File: config.mk
export PLATFORM = sky130hd
export DESIGN_NAME = bus_step_sequencer
export DESIGN_NICKNAME = d
export VERILOG_FILES = /design/src/rtl/bus_step_sequencer.sv
export SDC_FILE = /design/constraint.sdc
export NUM_CORES = 1
export LEC_CHECK = 0
export CAP_MARGIN = 20
export CORE_UTILIZATION = 47
export DETAILED_ROUTE_END_ITERATION = 7
export HOLD_SLACK_MARGIN = 0.08
export PLACE_DENSITY = 0.8
export REMOVE_ABC_BUFFERS = 1
export SETUP_SLACK_MARGIN = 0.2
export SLEW_MARGIN = 10
export SYNTH_ARGS = -nofsm -noshare
export SYNTH_HDL_FRONTEND = slang
export SYNTH_SLANG_ARGS = --single-unit
File: constraint.sdc
create_clock -name clk -period 2.5 [get_ports clk]
set_clock_uncertainty 0.2 [all_clocks]
set_input_delay 0.25 -clock clk [delete_from_list [all_inputs] [get_ports clk]]
set_output_delay 0.25 -clock clk [all_outputs]
set_load 0.005 [all_outputs]
File: src/rtl/bus_step_sequencer.sv
// +--------------------------------------------------------------------------+
// | bus_step_sequencer                                                       |
// | Fetch/execute control-step sequencer for the shared 32-bit datapath bus. |
// | Rev 1.0                                                                  |
// +--------------------------------------------------------------------------+
`default_nettype none

module bus_step_sequencer #(
  parameter int         MEM_WAIT_MAX = 15,
  parameter logic [4:0] IDLE_SEL     = 5'd31
) (
  input  logic        clk,
  input  logic        reset_n,
  input  logic        start,
  input  logic        stop,
  input  logic        mem_ready,
  input  logic [4:0]  ir_opcode,
  input  logic [3:0]  ir_ra,
  input  logic [3:0]  ir_rb,
  input  logic [3:0]  ir_rc,
  output logic [4:0]  bus_select,
  output logic        pc_in,
  output logic        inc_pc,
  output logic        mar_in,
  output logic        mdr_in,
  output logic        mem_read,
  output logic        ir_in,
  output logic        y_in,
  output logic        z_in,
  output logic        hi_in,
  output logic        lo_in,
  output logic [15:0] r_in,
  output logic [3:0]  alu_op,
  output logic        busy,
  output logic        done,
  output logic [1:0]  fault
);

  localparam int         c_WW        = (MEM_WAIT_MAX < 2) ? 1 : $clog2(MEM_WAIT_MAX + 1);
  localparam logic [c_WW-1:0] c_WAIT_LAST = c_WW'(MEM_WAIT_MAX);
  localparam logic [4:0] c_SEL_ZHI   = 5'd18;
  localparam logic [4:0] c_SEL_ZLO   = 5'd19;
  localparam logic [4:0] c_SEL_PC    = 5'd20;
  localparam logic [4:0] c_SEL_MDR   = 5'd21;
  localparam logic [4:0] c_SEL_CSIGN = 5'd23;

  typedef enum logic [3:0] {
    S_IDLE = 4'd0,
    S_T0   = 4'd1,
    S_T1   = 4'd2,
    S_T2   = 4'd3,
    S_T3   = 4'd4,
    S_T4   = 4'd5,
    S_T5   = 4'd6,
    S_T6   = 4'd7,
    S_HALT = 4'd8
  } state_t;

  state_t          r_state;
  logic [c_WW-1:0] r_wait;
  logic            r_stop_seen;
  logic [1:0]      r_fault;
  logic [4:0]      r_sel;
  logic            r_pc_in, r_inc_pc, r_mar_in, r_mem_read, r_ir_in;
  logic            r_z_in, r_hi_in, r_lo_in, r_busy, r_done;
  logic [15:0]     r_rin;
  logic [3:0]      r_alu_op;

  state_t          w_next;
  state_t          w_boundary;
  logic [c_WW-1:0] w_wait;
  logic [1:0]      w_fault;
  logic            w_legal, w_muldiv, w_stop_any, w_stop_seen, w_in_t3;
  logic [4:0]      w_sel;
  logic            w_pc_in, w_inc_pc, w_mar_in, w_mem_read, w_ir_in;
  logic            w_z_in, w_hi_in, w_lo_in, w_busy, w_done;
  logic [15:0]     w_rin;
  logic [3:0]      w_alu_op;

  // Next-state, wait counter, fault and stop-latch logic.
  always_comb begin
    w_legal    = (ir_opcode < 5'd15);
    w_muldiv   = (ir_opcode == 5'd11) || (ir_opcode == 5'd12);
    w_stop_any = r_stop_seen | stop;
    if (w_stop_any)  w_boundary = S_HALT;
    else if (start)  w_boundary = S_T0;
    else             w_boundary = S_IDLE;

    w_next  = r_state;
    w_wait  = '0;
    w_fault = r_fault;
    case (r_state)
      S_IDLE: if (start) begin
        w_next  = S_T0;
        w_fault = 2'b00;
      end
      S_T0: w_next = S_T1;
      S_T1: begin
        w_wait = r_wait + 1'b1;
        // A ready arriving on the final allowed cycle still wins over the timeout.
        if (mem_ready) begin
          w_next = S_T2;
        end else if (w_wait == c_WAIT_LAST) begin
          w_next  = S_IDLE;
          w_fault = 2'b10;
        end
      end
      S_T2: w_next = S_T3;
      S_T3: if (w_legal) begin
        w_next = S_T4;
      end else begin
        w_next  = S_IDLE;
        w_fault = 2'b01;
      end
      S_T4: w_next = S_T5;
      S_T5: w_next = w_muldiv ? S_T6 : w_boundary;
      S_T6: w_next = w_boundary;
      S_HALT: w_next = S_HALT;
      default: w_next = S_IDLE;
    endcase

    if (w_next == S_T0 || r_state == S_IDLE || r_state == S_HALT) w_stop_seen = 1'b0;
    else                                                           w_stop_seen = w_stop_any;
  end

  // Output decode from the state being entered, so every strobe is a flop output.
  always_comb begin
    w_sel      = IDLE_SEL;
    w_pc_in    = 1'b0;
    w_inc_pc   = 1'b0;
    w_mar_in   = 1'b0;
    w_mem_read = 1'b0;
    w_ir_in    = 1'b0;
    w_z_in     = 1'b0;
    w_hi_in    = 1'b0;
    w_lo_in    = 1'b0;
    w_done     = 1'b0;
    w_rin      = '0;
    w_alu_op   = '0;
    w_busy     = (w_next != S_IDLE) && (w_next != S_HALT);
    case (w_next)
      S_T0: begin
        w_sel    = c_SEL_PC;
        w_mar_in = 1'b1;
        w_inc_pc = 1'b1;
        w_z_in   = 1'b1;
      end
      S_T1: begin
        w_sel      = c_SEL_ZLO;
        w_mem_read = 1'b1;
        w_pc_in    = (r_state != S_T1);
      end
      S_T2: begin
        w_sel   = c_SEL_MDR;
        w_ir_in = 1'b1;
      end
      S_T4: begin
        w_z_in   = 1'b1;
        w_alu_op = ir_opcode[3:0];
        if (ir_opcode >= 5'd8 && ir_opcode <= 5'd10)        w_sel = c_SEL_CSIGN;
        else if (ir_opcode == 5'd13 || ir_opcode == 5'd14)  w_sel = {1'b0, ir_rb};
        else                                                w_sel = {1'b0, ir_rc};
      end
      S_T5: begin
        w_sel = c_SEL_ZLO;
        if (w_muldiv) begin
          w_lo_in = 1'b1;
        end else begin
          w_rin[ir_ra] = 1'b1;
          w_done       = 1'b1;
        end
      end
      S_T6: begin
        w_sel   = c_SEL_ZHI;
        w_hi_in = 1'b1;
        w_done  = 1'b1;
      end
      default: ;
    endcase
  end

  always_ff @(posedge clk or negedge reset_n) begin
    if (!reset_n) begin
      r_state     <= S_IDLE;
      r_wait      <= '0;
      r_stop_seen <= 1'b0;
      r_fault     <= 2'b00;
      r_sel       <= IDLE_SEL;
      r_pc_in     <= 1'b0;
      r_inc_pc    <= 1'b0;
      r_mar_in    <= 1'b0;
      r_mem_read  <= 1'b0;
      r_ir_in     <= 1'b0;
      r_z_in      <= 1'b0;
      r_hi_in     <= 1'b0;
      r_lo_in     <= 1'b0;
      r_busy      <= 1'b0;
      r_done      <= 1'b0;
      r_rin       <= '0;
      r_alu_op    <= '0;
    end else begin
      r_state     <= w_next;
      r_wait      <= w_wait;
      r_stop_seen <= w_stop_seen;
      r_fault     <= w_fault;
      r_sel       <= w_sel;
      r_pc_in     <= w_pc_in;
      r_inc_pc    <= w_inc_pc;
      r_mar_in    <= w_mar_in;
      r_mem_read  <= w_mem_read;
      r_ir_in     <= w_ir_in;
      r_z_in      <= w_z_in;
      r_hi_in     <= w_hi_in;
      r_lo_in     <= w_lo_in;
      r_busy      <= w_busy;
      r_done      <= w_done;
      r_rin       <= w_rin;
      r_alu_op    <= w_alu_op;
    end
  end

  // IR fields only become valid in T3, so the T3 source/y_in and the MDR strobe
  // are the registered step qualified by the live inputs.
  assign w_in_t3    = (r_state == S_T3);
  assign bus_select = w_in_t3 ? (w_legal ? {1'b0, ir_rb} : IDLE_SEL) : r_sel;
  assign y_in       = w_in_t3 & w_legal;
  assign mdr_in     = r_mem_read & mem_ready;

  assign pc_in    = r_pc_in;
  assign inc_pc   = r_inc_pc;
  assign mar_in   = r_mar_in;
  assign mem_read = r_mem_read;
  assign ir_in    = r_ir_in;
  assign z_in     = r_z_in;
  assign hi_in    = r_hi_in;
  assign lo_in    = r_lo_in;
  assign r_in     = r_rin;
  assign alu_op   = r_alu_op;
  assign busy     = r_busy;
  assign done     = r_done;
  assign fault    = r_fault;

endmodule

`default_nettype wire
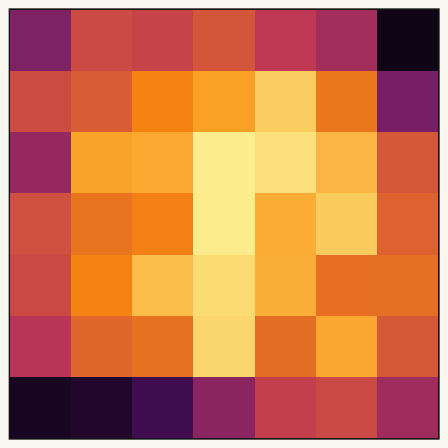
**Above:** run 1 (cell area per tile).
The die is cut into 7 by 7 equal tiles; black is low, pale yellow is high, 0 to 100% covered.
The fullest tile reaches 96%. The densest ninth of the die: centre. The emptiest ninth of the die: lower left. 31% of the tiles are over 75% full. The mean over all tiles is 62%.

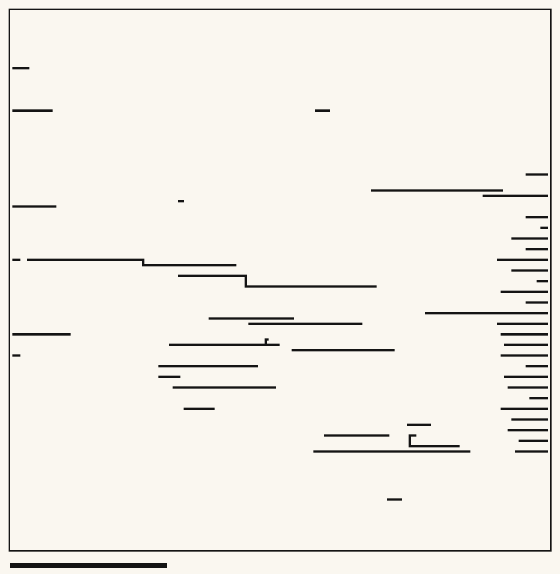
**Above:** run 1 (the metal 3 layer).
Bar = 20 um.
The layer holds 6.2% of the routed length. The longest straight run is 19.8 um.

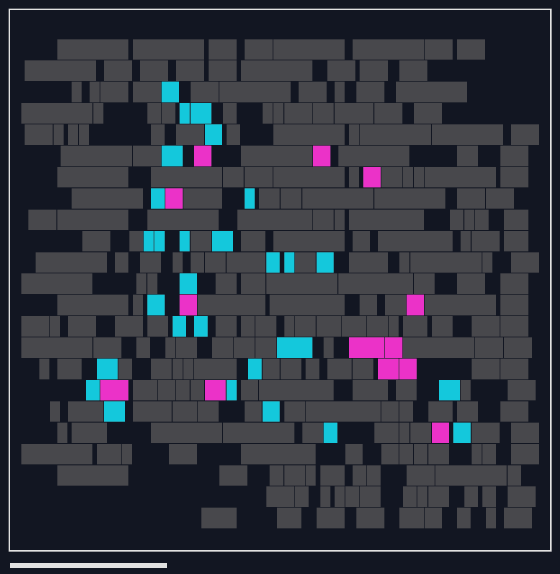
**Above:** run 1 (logic cells by family).
Bar = 20 um.
Key: magenta = AND and OR gates [cells 13]; cyan = NAND gates [cells 28]

==> results.env, run 1 <==
SW_FRAC_OF_TOTAL_PCT=34.1
SYNTH.AREA.TOP_CELLS='sky130_fd_sc_hd__dfrtp_1 (48%), sky130_fd_sc_hd__nor2_1 (6.4%), sky130_fd_sc_hd__dfstp_2 (6.2%), sky130_fd_sc_hd__nor3_1 (2.6%), sky130_fd_sc_hd__nand3b_1 (2.1%)'
TOP_AREA_CELL='sky130_fd_sc_hd__dfrtp_1'
DRIVE_GT1_SHARE_PCT=17.5
TRITONCTS_NUM_SINKS=45
MAX_CAP_VIOLATIONS=0
YOSYS_STAT_CHIP_AREA_UM2=2110
DRT_FIRST_PASS_ITERS=4
POST_CTS_HOLD_FIX_BUFFER_TALLY=1
CRITPATHREQUIREDTIME_NS=2.05
EDF_COUNT=0
ANTENNA_FOUND_INITIAL=0
YS_DOMINANT_REG_CELL='sky130_fd_sc_hd__dfrtp_1'
SIMPLE_GATE_SHARE_PCT=27.6
TOP_CELL_TYPE_S_SHARE_OF_SYNTHESIZED_AREA_PCT=47.5
CLOCKNETWORKAREASHARE_PCT=3.03
SEQUENTIALPOWER_mW=0.968
DETAILEDPLACE.WORSTSLACK_NS=0.127
CRIT_PATH_END_KIND='output port'
CLOCK_POWER_mW=0.455
MULTI_INPUT_LOGIC_PORTION_OF_THE_CELL_AREA_PCT=30.5
WORST_R2R_ENDPOINT='busy'
POWER_PER_CELL_AREA_nW_PER_UM2=801
DRT_WIRELENGTH_MM=5.40
CLOCK_PATH_BUFFERS=2
INTERNAL-POWER_mW=1.59
ACHIEVABLE-FREQUENCY_MHz=448
WORST-ENDPOINT-ARRIVAL_NS=1.78
ANTENNA_CELLS_INSERTED=0
POSTLAYOUTCOREUTIL_PCT=72.7
GRT.OVERFLOW.TOTAL=0
FINAL-INSTANCE-COUNT-EXCL-FILL=341
LEAKAGEPOWER_nW=1.33
FIN_TNS_SETUP_NS=0
FINAL_SETUP_VIOLS=0
WORST_VDD_RAIL_IR_DROP_V=0.000501
YS_FF=45
FINALCLOCKPERIODUSAGE_PCT=89.2
CORE.ROWCOUNT=23
CRITICAL_PATH.CELL_CHAIN='nor4b_4 > buf_4 > clkbuf_4 > buf_4 > a21oi_1 > dlygate4sd2_1'
FINALHOLDVIOLATIONS=0
CRIT_TYPE='reg -> out'
MOST_COMMON_CELL='sky130_fd_sc_hd__dfrtp_1'
DRT-INITIAL-DRC-COUNT=134
WL_PER_CELL_UM=15.8
SYNTHTOPCELLSBYCOUNT='sky130_fd_sc_hd__dfrtp_1 (40), sky130_fd_sc_hd__nor2_1 (36), sky130_fd_sc_hd__nor3_1 (11)'
PIN_COUNT=61
POST-ROUTE-DRC-COUNT=0
CRIT_END='bus_select[3]'
SYNTH_WARNINGS=0
AVGVIACOUNTPERCELL=5.49
YOSYSSEQAREASHARE_PCT=53.7
POSTSYNTHCELLCOUNT=207
DRTANTENNAVIOLNETS=0
CP_SLOWEST_CELL='sky130_fd_sc_hd__dfrtp_1'
GRT_USAGE_PCT=24.6
CLOCK_TRANSITION_AT_THE_REGISTERS_OF_THE_REPORTED_PATHS_NS=0.09
SLEW-LIMIT-HEADROOM_PCT=63.7
TOP_LOGIC_KIND='simple AND/OR/NAND/NOR gates'
POST_SYNTH_FA_HA_MAJ_AREA_FRACTION_PCT=1.19
MUX_SHARE_PCT=0.475
POST-PLACE-CELLS=319
SEQAREAFRACTION_PCT=37.7
DOMINANT-CELL-CLASS='sequential cells'
FINALWEIGHTEDCONGESTION=0.854
RUN_STATUS='completed'
CRIT_PATH_START_KIND='flip-flop'
NUM-NONCLK-BUFFERS=85
SYNTH-COMPOUND-AREA-SHARE_PCT=12.4
FIRST_PASS_GRT_WIRE_LENGTH_MM=8.37
CTS_TREE='built'
CTS_RESIZED=10
YS_ASYNC_SR_FRACTION_PCT=100
WORST_SKEW_PAIR.LATE_LATENCY_NS=0.30
N_MULTI_INPUT_COMBINATIONAL_CELL=147
CP-STARTPOINT='r_state[3]'
CTS_BUFFERS=5
[run 1: routing by layer]
metal  global-route usage [%]  vias up  routed length, um
li1                         -      896                  -
met1                     32.3      904               2360
met2                     39.2       62               2640
met3                     5.26        9                332
met4                     9.95        0                 77
met5                        0        -                  0
[run 1: placed cells by master, fill, tap and decap left out, types with 3 or more instances in the layout]
| cell type | count |
|---|---|
| sky130_fd_sc_hd__clkbuf_8 | 5 |
| sky130_fd_sc_hd__dfstp_2 | 5 |
| sky130_fd_sc_hd__and3_1 | 4 |
| sky130_fd_sc_hd__dlygate4sd2_1 | 4 |
| sky130_fd_sc_hd__o211ai_1 | 4 |
| sky130_fd_sc_hd__buf_4 | 23 |
| sky130_fd_sc_hd__nand3_1 | 7 |
| sky130_fd_sc_hd__dfrtp_1 | 38 |
| sky130_fd_sc_hd__o21ai_0 | 7 |
| sky130_fd_sc_hd__a21oi_1 | 8 |
| sky130_fd_sc_hd__nand2b_1 | 6 |
| sky130_fd_sc_hd__or3_1 | 3 |
| sky130_fd_sc_hd__nor3_1 | 11 |
| sky130_fd_sc_hd__nand3b_1 | 6 |
| sky130_fd_sc_hd__inv_1 | 4 |
| sky130_fd_sc_hd__clkdlybuf4s50_1 | 53 |
| sky130_fd_sc_hd__nor2_1 | 36 |
| sky130_fd_sc_hd__nor3b_1 | 6 |
| sky130_fd_sc_hd__o2111ai_1 | 3 |
| sky130_fd_sc_hd__nor2b_1 | 7 |
| sky130_fd_sc_hd__nand2_1 | 7 |
[run 1: registers in the layout (all words and copies together), names as in the netlist, 2 cells and up]
signal and cells:
alu_op 4, r_wait 4, r_sel 5, fault 2, r_in 16, r_state 4
==> run 2, diff against run 1 <==
Clock period 2.5 ns to 2.25 ns, I/O delays scaled along.
==> run 2 against run 1 <==
  * Hold slack improved by 0.016 ns
  * Total power is 17% higher
  * Register-to-register slack lost 0.12 ns
  * Flip-flop count is the same
  * First-iteration DRC count is 10% lower
  * Non-clock buffer count is 16 higher
  * Via count grew 3.5%
  * Die size is the same
  * Count of clock-buffer cells in the layout unchanged
  * Worst setup slack lost 0.13 ns
  * Critical endpoint is now bus_select[0]
  * Highest routed layer unchanged
==> results.env, run 2 <==
FINAL_SETUP_VIOLS=0  # unchanged
SW_FRAC_OF_TOTAL_PCT=34.1  # about the same
YS_DOMINANT_REG_CELL='sky130_fd_sc_hd__dfrtp_1'  # unchanged
YOSYSSEQAREASHARE_PCT=53.7  # unchanged
CPPEAKSTAGEDELAY_NS=0.42  # about the same
MET2_LENGTH_MM=2.92  # was 2.64 mm
DETAILED_PLACE_HPWL_MM=3.98  # was 3.68 mm
SYNTHTOPCELLSBYCOUNT='sky130_fd_sc_hd__dfrtp_1 (40), sky130_fd_sc_hd__nor2_1 (36), sky130_fd_sc_hd__nor3_1 (11)'  # unchanged
POSTLAYOUTCOREUTIL_PCT=76.9  # was 72.7%
CP_SLOWEST_CELL='sky130_fd_sc_hd__dfrtp_1'  # unchanged
WORST-ENDPOINT-ARRIVAL_NS=1.69  # was 1.78 ns
TRITONCTS_NUM_SINKS=45  # unchanged
ACHIEVABLE-FREQUENCY_MHz=473
AREA_DELTA_SYNTH_FINAL_PCT=51.2  # was 42.9%
SIMPLE_GATE_SHARE_PCT=27.6  # unchanged
SYN_AREA_UM2=2110  # unchanged
XOR_SHARE_PCT=1.25  # unchanged
MET3WIRELENGTH_UM=306  # was 332 um
FINALWEIGHTEDCONGESTION=0.908  # was 0.854
TOP_AREA_CELL='sky130_fd_sc_hd__dfrtp_1'  # unchanged
FIN_TNS_SETUP_NS=0  # unchanged
NUMBER_OF_GLOBAL_ROUTE_VIAS_BEFORE_REPAIR=1860  # was 1791
GRT_SETUP_UNREPAIRED='true'  # unchanged
CTS_BUFFERS=5  # unchanged
ANTENNA_CELLS_INSERTED=0  # unchanged
ANTENNA_FOUND_INITIAL=0  # unchanged
DIE_WIDTH_UM=69.0  # unchanged
WORST_VDD_RAIL_IR_DROP_V=0.000527  # was 0.000501 V
PERIOD_NEEDED_NS=2.11
CTS_TREE='built'  # unchanged
FINALHOLDVIOLATIONS=0  # unchanged
CRITPATHREQUIREDTIME_NS=1.82  # was 2.05 ns
GRT_USAGE_PCT=26.1  # was 24.6%
INTERNAL-POWER_mW=1.85  # was 1.59 mW
MUX_SHARE_PCT=0.475  # unchanged
TOP_CELL_TYPE_S_SHARE_OF_SYNTHESIZED_AREA_PCT=47.5  # unchanged
POST_SYNTH_FA_HA_MAJ_AREA_FRACTION_PCT=1.19  # unchanged
DRT-INITIAL-DRC-COUNT=120  # was 134
WORST_SKEW_PAIR.LATE_LATENCY_NS=0.30  # about the same
PWR-SHARE-COMB_PCT=43.5  # was 41.0%
CTS_SETUP_BUFFERS=9  # was 7
CORE.ROWCOUNT=23  # unchanged
HOLD_CLASS='in -> async'  # unchanged
CTS_RESIZED=29  # was 10
POWER_COMBINATIONAL_mW=1.22  # was 0.990 mW
CLOCK_POWER_SHARE_PCT=18.4  # was 18.9%
PIN_COUNT=61  # unchanged
CRIT_TYPE='reg -> out'  # unchanged
FLOORPLAN.INITIALDENSITY_PCT=50.8  # unchanged
CRIT_PATH_START_KIND='flip-flop'  # unchanged
FINALCLOCKPERIODUSAGE_PCT=93.9
DRT_FIRST_PASS_ITERS=4  # unchanged
TIGHTESTPINTRANSITION_NS=0.417  # was 0.535 ns
FIRST_PASS_GRT_WIRE_LENGTH_MM=8.78  # was 8.37 mm
YOSYS_CELLS=207  # unchanged
CP_MAX_FO=4  # was 5
YOSYS_STAT_CHIP_AREA_UM2=2110  # unchanged
SEQ_POWER_SHARE_PCT=38.1  # was 40.1%
WL_PER_CELL_UM=16.1  # was 15.8 um
DRIVE_GT1_SHARE_PCT=25.1  # was 17.5%
CLOCK_POWER_mW=0.518  # was 0.455 mW
YOSYSUNIQUECELLTYPES=48  # unchanged
DETAIL_ROUTE.WIRELENGTH.MET1_MM=2.47  # was 2.36 mm
CRIT_PATH_END_KIND='output port'  # unchanged
VIA_COUNT=1936  # was 1871
CLOCK_TRANSITION_AT_THE_REGISTERS_OF_THE_REPORTED_PATHS_NS=0.09  # about the same
YS_FF=45  # unchanged
SYNTH.AREA.TOP_CELLS='sky130_fd_sc_hd__dfrtp_1 (48%), sky130_fd_sc_hd__nor2_1 (6.4%), sky130_fd_sc_hd__dfstp_2 (6.2%), sky130_fd_sc_hd__nor3_1 (2.6%), sky130_fd_sc_hd__nand3b_1 (2.1%)'  # unchanged
REG2REG_DEPTH=10  # was 6
CLOCK-ROOT-BUFFER='sky130_fd_sc_hd__clkbuf_8'  # unchanged
GRT.OVERFLOW.TOTAL=0  # unchanged
WORST_SLACK_NS=0.137  # was 0.269 ns
HOLD_SLACK_NS=0.167  # was 0.150 ns
CLOCK_PATH_BUFFERS=2  # unchanged
LARGEST_REGISTER_FF_COUNT=16  # unchanged
POST_CTS_HOLD_FIX_BUFFER_TALLY=1  # unchanged
POST-ROUTE-DRC-COUNT=0  # unchanged
MAX_CAP_VIOLATIONS=0  # unchanged
AVGVIACOUNTPERCELL=5.42  # was 5.49
SYNTH-COMPOUND-AREA-SHARE_PCT=12.4  # unchanged
DRTANTENNAVIOLNETS=0  # unchanged
CRITICAL_PATH.CELL_CHAIN='nor4b_4 > buf_6 > buf_6 > buf_6 > nor2_1 > a21oi_1 > buf_2'  # was nor4b_4 > buf_4 > clkbuf_4 > buf_4 > a21oi_1 > dlygate4sd2_1
YS_ASYNC_SR_FRACTION_PCT=100  # unchanged
TOP_LOGIC_KIND='simple AND/OR/NAND/NOR gates'  # unchanged
EDF_COUNT=0  # unchanged
POSTSYNTHCELLCOUNT=207  # unchanged
NUMPORTBUFFERS=60  # unchanged
DETAILEDPLACE.WORSTSLACK_NS=-0.0515  # was 0.127 ns
MAXSLEWVIOLCOUNT=0  # unchanged
SEQUENTIALPOWER_mW=1.07  # was 0.968 mW
SLEW-LIMIT-HEADROOM_PCT=71.8  # was 63.7%
RUN_STATUS='completed'  # unchanged
MOST-COMMON-LAYOUT-CELLS='sky130_fd_sc_hd__clkdlybuf4s50_1 (49), sky130_fd_sc_hd__dfrtp_1 (39), sky130_fd_sc_hd__nor2_1 (35)'  # was sky130_fd_sc_hd__clkdlybuf4s50_1 (53), sky130_fd_sc_hd__dfrtp_1 (38), sky130_fd_sc_hd__nor2_1 (36)
MOST_COMMON_CELL='sky130_fd_sc_hd__dfrtp_1'  # unchanged
SYNTH_WARNINGS=0  # unchanged
POWER_PER_CELL_AREA_nW_PER_UM2=883  # was 801 nW/um2
POST-PLACE-CELLS=335  # was 319
DR.MAX_LAYER_USED='met4'  # unchanged
DRT_WIRELENGTH_MM=5.75  # was 5.40 mm
LEAKAGEPOWER_nW=1.44  # was 1.33 nW
GRT_START_MAX_NET_PINS=19  # was 36
SYNTHESIS.AREA_PER_INSTANCE_UM2=10.2  # unchanged
==> run 2: netlist changes by cell type in the layout (fill, tap and decap cells not counted), moves of 2 or more <==
cell,previous run,this run
sky130_fd_sc_hd__clkinv_4,2,0
sky130_fd_sc_hd__dlygate4sd2_1,4,0
sky130_fd_sc_hd__nor2b_1,7,5
sky130_fd_sc_hd__clkdlybuf4s50_1,53,49
sky130_fd_sc_hd__dlymetal6s2s_1,1,4
sky130_fd_sc_hd__buf_6,0,7
sky130_fd_sc_hd__buf_4,23,34
sky130_fd_sc_hd__inv_6,0,2
sky130_fd_sc_hd__buf_2,1,6
==> run 2: worst max-delay path: cells and delay by family, from the launching register on <==
family	cells	cell delay, ns
AND-OR/OR-AND	1	0.11
buffers and inverters	4	0.49
flip-flops	1	0.42
AND/OR/NAND/NOR	2	0.37
==> run 2: cell type report <==
type | instances | area, um2 | area share, %
Multi-Input combinational cell | 147 | 957 | 30.0
Clock inverter | 3 | 25.0 | 0.785
Inverter | 6 | 25.0 | 0.785
Tap cell | 50 | 62.6 | 1.96
Clock buffer | 5 | 68.8 | 2.16
Sequential cell | 45 | 1130 | 35.6
Timing Repair Buffer | 101 | 915 | 28.7
==> run 2: worst paths after layout <==
path | startpoint | slack [ns] | to
worst max-delay path | r_state[3] | 0.14 | bus_select[0]
worst min-delay path | reset_n | 0.17 | alu_op[0]
worst max register to register | r_state[3] | 0.22 | r_sel[2]
worst min register to register | r_wait[0] | 0.31 | r_wait[0]
max in group asynchronous | reset_n | 1.10 | r_state[3]
min in group clk | ir_opcode[2] | 0.24 | alu_op[2]
==> run 2: per-layer routing <==
metal	up-vias	global-route usage, %
li1	923	-
met1	935	34.0
met2	71	43.1
met3	7	5.92
met4	0	7.91
met5	-	0
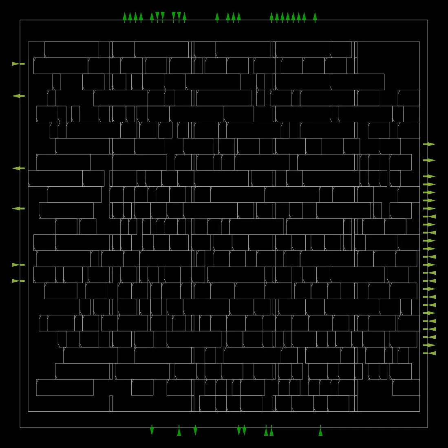
**Above:** run 2 (placement view).
number of well taps: 50
core region area: 4140 um2
seq_cells: 45

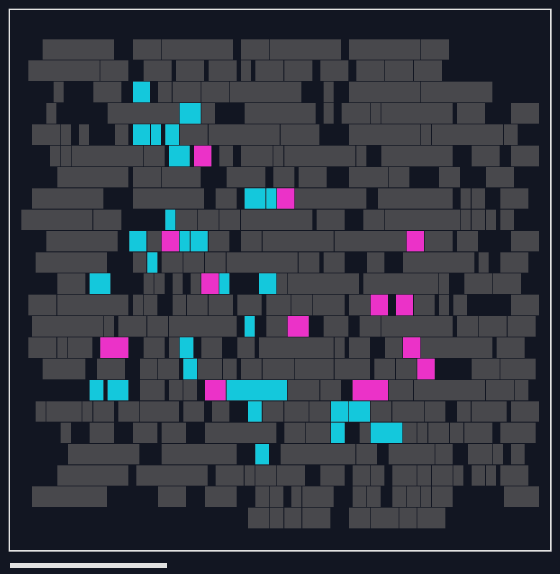
**Above:** run 2 (logic cells by family).
Bar = 20 um.
multi-input logic portion of the cell area: 30.0%
highest-count logic cell in the final layout: sky130_fd_sc_hd__clkdlybuf4s50_1
Final Non-Filler Cells: 357

No activity file was given, so power comes from the tool's default toggle rates.
